<file path="config.mk">
export PLATFORM = sky130hd
export DESIGN_NAME = serial_adder_fsm
export DESIGN_NICKNAME = d
export VERILOG_FILES = /design/src/rtl/serial_adder_fsm.sv
export SDC_FILE = /design/constraint.sdc
export NUM_CORES = 1
export LEC_CHECK = 0
export ABC_CLOCK_PERIOD_IN_PS = 2100
export CAP_MARGIN = 0
export CORE_ASPECT_RATIO = 0.8
export CORE_MARGIN = 4
export CORE_UTILIZATION = 45
export DETAILED_ROUTE_END_ITERATION = 8
export PLACE_DENSITY = 0.83
export SYNTH_ARGS = -nofsm -noshare
export SYNTH_HDL_FRONTEND = slang
export SYNTH_SLANG_ARGS = --single-unit
</file>
<file path="constraint.sdc">
create_clock -name clk -period 2.1 [get_ports clk]
set_input_delay 0.525 -clock clk [delete_from_list [all_inputs] [get_ports clk]]
set_output_delay 0.525 -clock clk [all_outputs]
set_load 0.03 [all_outputs]
</file>
<file path="src/rtl/serial_adder_fsm.sv">
// Bit-serial adder: one full_adder slice, LSB-first, carry held in a flop between bits.
// Optional subtract mode is enabled by defining SERIAL_ADDER_SUB_EN.

module full_adder (
    input  logic a,
    input  logic b,
    input  logic cin,
    output logic s,
    output logic c
);
    assign s = a ^ b ^ cin;
    assign c = (a & b) | (a & cin) | (b & cin);
endmodule

module serial_adder_fsm #(
    parameter int WIDTH = 8
) (
    input  logic             clk,
    input  logic             rst_n,
    input  logic             in_valid,
    output logic             in_ready,
    input  logic [WIDTH-1:0] a,
    input  logic [WIDTH-1:0] b,
    input  logic             cin,
`ifdef SERIAL_ADDER_SUB_EN
    input  logic             sub,
`endif
    output logic             out_valid,
    input  logic             out_ready,
    output logic [WIDTH-1:0] sum,
    output logic             cout,
    output logic             busy
);
    localparam int CNT_W = $clog2(WIDTH + 1);
    localparam logic [CNT_W-1:0] LAST_BIT = CNT_W'(WIDTH - 1);

    typedef enum logic [1:0] {
        IDLE = 2'd0,
        RUN  = 2'd1,
        DONE = 2'd2
    } state_t;

    state_t             state;
    logic [WIDTH-1:0]   a_sr;
    logic [WIDTH-1:0]   b_sr;
    logic [WIDTH-1:0]   sum_sr;
    logic               carry_q;
    logic [CNT_W-1:0]   cnt;
    logic               s_bit;
    logic               c_bit;
    logic [WIDTH-1:0]   b_load;
    logic               carry_load;

    full_adder u_fa (
        .a   (a_sr[0]),
        .b   (b_sr[0]),
        .cin (carry_q),
        .s   (s_bit),
        .c   (c_bit)
    );

    // Subtraction is a + ~b + 1, so only the loaded operand and carry differ.
`ifdef SERIAL_ADDER_SUB_EN
    assign b_load     = sub ? ~b : b;
    assign carry_load = sub ? 1'b1 : cin;
`else
    assign b_load     = b;
    assign carry_load = cin;
`endif

    always_ff @(posedge clk or negedge rst_n) begin
        if (!rst_n) begin
            state   <= IDLE;
            a_sr    <= '0;
            b_sr    <= '0;
            sum_sr  <= '0;
            carry_q <= 1'b0;
            cnt     <= '0;
        end else begin
            case (state)
                IDLE: begin
                    if (in_valid) begin
                        a_sr    <= a;
                        b_sr    <= b_load;
                        carry_q <= carry_load;
                        cnt     <= '0;
                        state   <= RUN;
                    end
                end
                RUN: begin
                    sum_sr  <= {s_bit, sum_sr[WIDTH-1:1]};
                    a_sr    <= {1'b0, a_sr[WIDTH-1:1]};
                    b_sr    <= {1'b0, b_sr[WIDTH-1:1]};
                    carry_q <= c_bit;
                    cnt     <= cnt + 1'b1;
                    if (cnt == LAST_BIT) begin
                        state <= DONE;
                    end
                end
                DONE: begin
                    if (out_ready) begin
                        state <= IDLE;
                    end
                end
                default: begin
                    state <= IDLE;
                end
            endcase
        end
    end

    // Handshake flags decode from state only; no path from in_valid/out_ready.
    assign in_ready  = (state == IDLE);
    assign out_valid = (state == DONE);
    assign busy      = (state == RUN) || (state == DONE);
    assign sum       = sum_sr;
    assign cout      = carry_q;

endmodule

</file>
Fig. 1: signal metal coverage by tile
The bar under the picture is 20 um long. The die is cut into 14 by 12 equal tiles; black is low, pale yellow is high, scaled to the fullest tile. Values are wire area over tile area, all layers added.
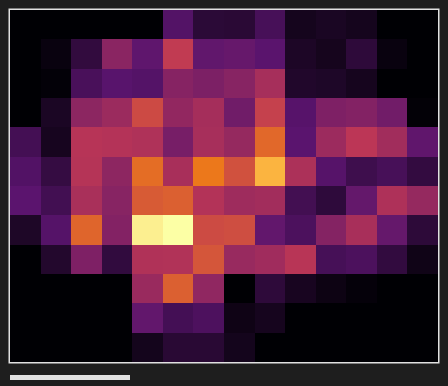
emptiest ninth of the die = lower right
mean over tiles = 0.11
tiles over half the peak = 10%
densest ninth of the die = center
wire length after detailed routing: 2.83 mm
detailed-route wire length per cell: 14.0 um
routed via count: 1,039
aggregate global-route resource usage: 15.1%

Fig. 2: met1 routing
The bar under the picture is 20 um long.
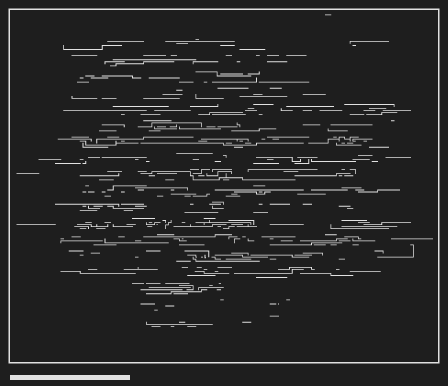
nets with wire on the layer = 167
main direction = horizontal
share of all routed wire = 42%
longest straight run = 14.7 um
wire length on this layer = 1,200 um
met1 track demand over resource in global routing: 18.9%

Fig. 3: routing congestion map
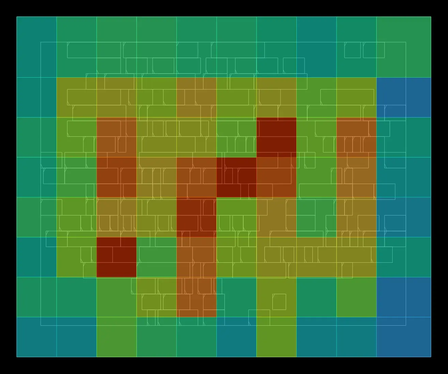
met3 usage: 4.27%
highest-utilization routing layer at the global route stage: met2

==> results.txt <==
Implementation progress

The run finished with clean final reports. The synthesized netlist has a Yosys-reported chip area of 1450 sq um. The final standard cell count with taps included and fillers excluded stands at 203. TritonCTS built the clock tree. The data required time reported for the critical path is 1.57 ns. Dividing the final minimum period by the clock period gives 96.2%.

The final timing report lists a hold violation count of 0. The worst setup path is launched from a flop. From bottom edge to top edge, the die measures 58.8 um.

The H-tree level count stands at 2. The post-route core utilization stands at 61.8%. The worst supply voltage drop on vdd stands at 0.870 mV. Per the CTS log, the root buffer master is clkbuf_8. The proportion of synthesized chip area in sequential cells stands at 53.4%.

After synthesis, the mean cell area works out to 11.4 sq um. The power density relative to cell area stands at 1620 nW/um^2. The count of buffers inserted at the top-level ports stands at 32. The total instance count after detailed placement stands at 195.

The total of cells resized after clock tree synthesis stands at 3. The fmax stands at 495 MHz. The TritonCTS sink count stands at 31.

The final tally of setup violations stands at 0. The tool flagged a number of max-cap violations equal to 0. The residual antenna-violating net count after detailed routing stands at 0.
synth_stat cells:
master | number | share of area [%]
buf_4 | 2 | 1.0
nand4b_1 | 1 | 0.60
ha_1 | 5 | 4.3
nand3b_1 | 2 | 1.0
mux2_2 | 10 | 7.8
nand2b_1 | 3 | 1.3
dfrtp_1 | 31 | 53
mux2i_1 | 16 | 11
o21ai_0 | 18 | 6.2
or4b_1 | 1 | 0.69
clkbuf_1 | 1 | 0.26
nand2_1 | 21 | 5.4
fa_1 | 1 | 1.4
nand3_1 | 4 | 1.4
a222oi_1 | 1 | 0.69
inv_1 | 4 | 1.0
buf_2 | 5 | 1.7
a32o_1 | 1 | 0.69
through the flow:
step	area (sq um)	setup WS, ns	hold WS, ns
6_report	1910	0.0798	0.481
5_1_grt	1910	0.000264	0.511
4_1_cts	1910	0.0735	0.486
3_5_place_dp	1810	0.0734	0.473
3_3_place_gp	1810	0.145	0.463
2_1_floorplan	1450	0.409	0.229
registers in the layout, indices dropped and copies added, names as in the netlist:
register / cells
b_sr: 8
state: 2
cnt: 4
cout: 1
sum: 8
a_sr: 8
critical path: stages, from the launching register on:
cell           delay (ns)
dfrtp_1              0.40
inv_1                0.12
ha_1                 0.27
dlygate4sd2_1        0.43
cell type report:
cell class / count / area [sq um] / share of cell area (%)
sequential: 31 / 776 / 40.7
multi-input combinational: 84 / 621 / 32.5
timing repair buffer: 36 / 347 / 18.2
clock buffer: 8 / 100 / 5.25
tap: 40 / 50.0 / 2.62
inverter: 4 / 15.0 / 0.787
cells by family after synthesis:
family	count (synthesis)	synth area share [%]
simple gates	32	10.4
flops	31	53.4
mux	26	18.8
compound gates	20	7.59
buf+inv	12	4.05
fa+ha+maj	6	5.69
final timing paths:
path | startpoint | to | depth (start not counted)
max | state[1]$_DFFE_PN0P_ | in_ready | 3
min | b_sr[6]$_DFFE_PN0P_ | b_sr[6]$_DFFE_PN0P_ | 2
max reg2reg | state[1]$_DFFE_PN0P_ | cnt[3]$_DFFE_PN0P_ | 5
min reg2reg | b_sr[6]$_DFFE_PN0P_ | b_sr[6]$_DFFE_PN0P_ | 2
max in group asynchronous | rst_n | b_sr[6]$_DFFE_PN0P_ | 2
min in group asynchronous | rst_n | b_sr[2]$_DFFE_PN0P_ | 2
placed cells by master, fill, tap and decap left out:
cell type	Yosys	final
a222oi_1	1	1
a32o_1	1	1
buf_4	2	4
clkbuf_1	1	1
clkbuf_8	0	7
clkdlybuf4s50_1	0	29
dfrtp_1	31	31
dlygate4sd2_1	0	3
fa_1	1	1
ha_1	5	5
inv_1	4	4
mux2_2	10	10
mux2i_1	16	15
mux2i_2	0	1
nand2_1	21	21
nand2b_1	3	3
nand3_1	4	4
nand3b_1	2	2
nand4b_1	1	1
o21ai_0	18	18
or4b_1	1	1
routing by layer:
metal | vias to the layer above | global-route usage [%] | wire, um
li1 | 504 | - | -
met1 | 501 | 18.9 | 1200
met2 | 28 | 24.6 | 1450
met3 | 6 | 4.27 | 156
met4 | 0 | 6.70 | 27
met5 | - | 0 | 0
power by group:
| group | total (uW) | switching, uW | internal (uW) |
|---|---|---|---|
| registers | 1080 | 192 | 892 |
| logic | 1500 | 825 | 676 |
| clock network | 500 | 201 | 299 |
Power and IR drop assume default switching activity.
